Wires at chosen ports, followed through buffers:
Drawn at 1.5 px/um.
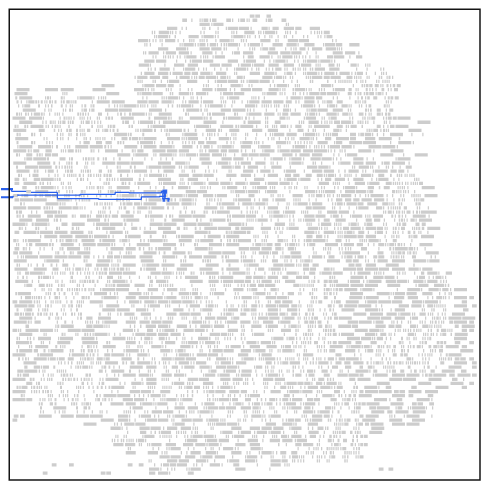
Sequential cells coloured by netlist name:
Drawn at 2 px/um. Other sequential cells in the stronger grey, the rest of the logic in the fainter grey.
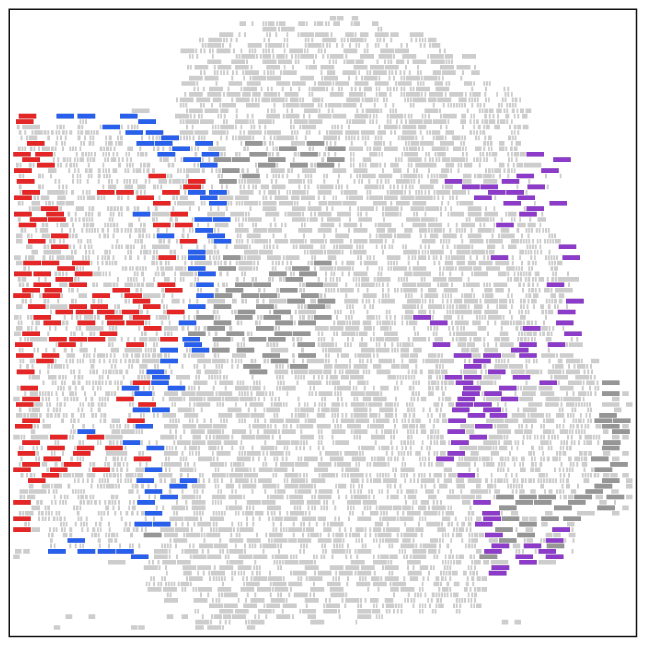
==> config.mk <==
export PLATFORM = sky130hd
export DESIGN_NAME = fir_sym_pipe
export DESIGN_NICKNAME = d
export VERILOG_FILES = /design/src/rtl/fir_pkg.sv /design/src/rtl/fir_adder_tree.sv /design/src/rtl/fir_sym_pipe.sv
export SDC_FILE = /design/constraint.sdc
export NUM_CORES = 2
export LEC_CHECK = 0
export ABC_AREA = 1
export CORE_UTILIZATION = 45
export DETAILED_ROUTE_END_ITERATION = 8
export PLACE_DENSITY = 0.61
export SYNTH_ARGS = -nofsm -noshare
export SYNTH_HDL_FRONTEND = slang
export SYNTH_HIERARCHICAL = 1
export SYNTH_SLANG_ARGS = --single-unit
==> constraint.sdc <==
create_clock -name clk -period 14.85 [get_ports clk]
set_input_delay 3.7125 -clock clk [delete_from_list [all_inputs] [get_ports clk]]
set_output_delay 3.7125 -clock clk [all_outputs]
set_load 0.01 [all_outputs]
==> out/results.ini <==
[status]
status=complete, no violations

[cells_and_area]
nFillCells=9477
largest_reg_flops=112
drive_gt1_share_pct=2.78
fin_cells=6796
final_nets=6482
area_delta_synth_final_pct=5.31
diodes=0

[logic_synthesis]
avgSynthCellArea_um2=7.60
netlist_area_um2=43500
ys_warn_count=6
synthCells=5720
fp_nets=6698

[timing]
worstMarginPinSlew_ns=0.990
setup_viol=0
clock_skew_ns=0.0408
hold-worst-slack_ns=0.357
slew_headroom_pct=33.8
drv_slew=0
fmax_ghz=0.167
finalCritPeriodShare_pct=40.2
tns_ns=0
period_needed_ns=5.98
rsz0062_at_grt=false
hold_viol=0

[die]
die_x_um=313
fp_util_pct=45.6
rows=113
coreArea_um2=95300
chip_area_um2=97900
fp.dieH_um=313

[critical_path]
cpPeakStageDelay_ns=0.80
worstPathMaxFanout=174
path_depth=4
cp_cell_sequence=clkdlybuf4s50_1, inv_8, buf_4, buf_12
reg2reg_depth=18
crit_buf_inv=4
cp_top_family=buffers and inverters
cp_slowest_cell=buf_4
r2r_slack_ns=9.22
worstSetupPathType=in2async
cp.required_ns=15.44
cp-end-kind=asynchronous set/reset pin
startpoint_type=primary input
arrival_ns=6.56

[drt]
drt_first_pass_iters=5
num_vias=32235
ant_nets=0
vias_per_cell=4.74
routed_wl_mm=106
drcViolationCount=0
wl_per_cell_um=15.6
drt_iter0_drc=1849

[flow_run]
warnings=96
cap_violations=0

[global_route]
grt_pass1_vias=32727
grt_pass1_wl_mm=176
grt_usage_pct=22.6
grt.overflow.total=0
grt_max_degree=175
antenna_found_initial=2

[clock_network]
clock_sinks=360
cts-resized-gates=0
clk_root_buffer_cell=clkbuf_16
clock.latency.late_pin_ns=0.60
post_cts_buffers=0
cts_buffers=41
clk_pin_slew_ns=0.06
cts_tree=yes
clock_path_buffers=3
cts_hold_buffers=0
htree_levels=2

[placement]
dpl.hpwl_mm=85.3
gp_congestion=0.893
place_inst=6726

[worst_hold_path]
hold_path.class=reg2reg
whs_path_depth=0

Notes on 'wires at chosen ports, followed through buffers' above:
port	colour	direction	end cells	buffers	wire
coef_addr	blue	input	5	2	227 um
Port Buffers: 54
num ports: 55

Notes on 'sequential cells coloured by netlist name' above:
signal	colour	sequential cells
prod	purple	80
pre	blue	68
dly	red	112
not coloured	100
Reg area: 9010 um2
Finished Core Util: 48.0%

[cell usage in the layout, fill, tap and decap left out, types with 2 or more instances in the layout]
cell type and count:
clkbuf_8 2, a21oi_1 75, dfrtp_1 360, nor3_2 3, nor3_1 24, fa_1 624, clkinv_4 2, bufinv_16 4
mux2_2 16, nand4_1 10, or2_2 6, buf_4 5, nand3_1 121, nand2_2 34, inv_2 3, nand2_1 1814
nand3b_1 13, nand3_2 12, clkbuf_16 42, clkinv_2 3, or2_1 3, nor2_2 6, or2_0 5, and2_1 5
o21bai_1 2, nor2_1 111, inv_1 1562, ha_1 316, o21ai_0 185, clkbuf_1 7, clkdlybuf4s50_1 53, and3_1 3
xnor2_1 8, inv_6 3, clkinvlp_4 6, a21oi_2 2, xor2_1 76
[layout make-up]
cell class	instances	area (um2)	share of cell area, %
Clock buffer	51	1100	2.41
Clock inverter	19	251	0.549
Inverter	1567	5890	12.9
Multi-Input combinational cell	3475	27400	59.7
Sequential cell	360	9010	19.7
Tap cell	1265	1580	3.46
Timing Repair Buffer	59	588	1.28
[metrics by stage]
step | worst slack, ns | instance area [um2]
after floorplan | 1.60 | 43500
after global placement | 8.17 | 44400
after detailed placement | 8.14 | 44400
after CTS | 8.77 | 45800
after global routing | 8.42 | 45800
final | 8.87 | 45800
[layer usage]
metal	share of wire (%)	vias up	track usage, %
met3	5.0	114	2.47
met2	47	707	37.6
met4	2.3	2	5.38
met5	0.0085	-	0
met1	45	15715	31.8
li1	-	15697	-
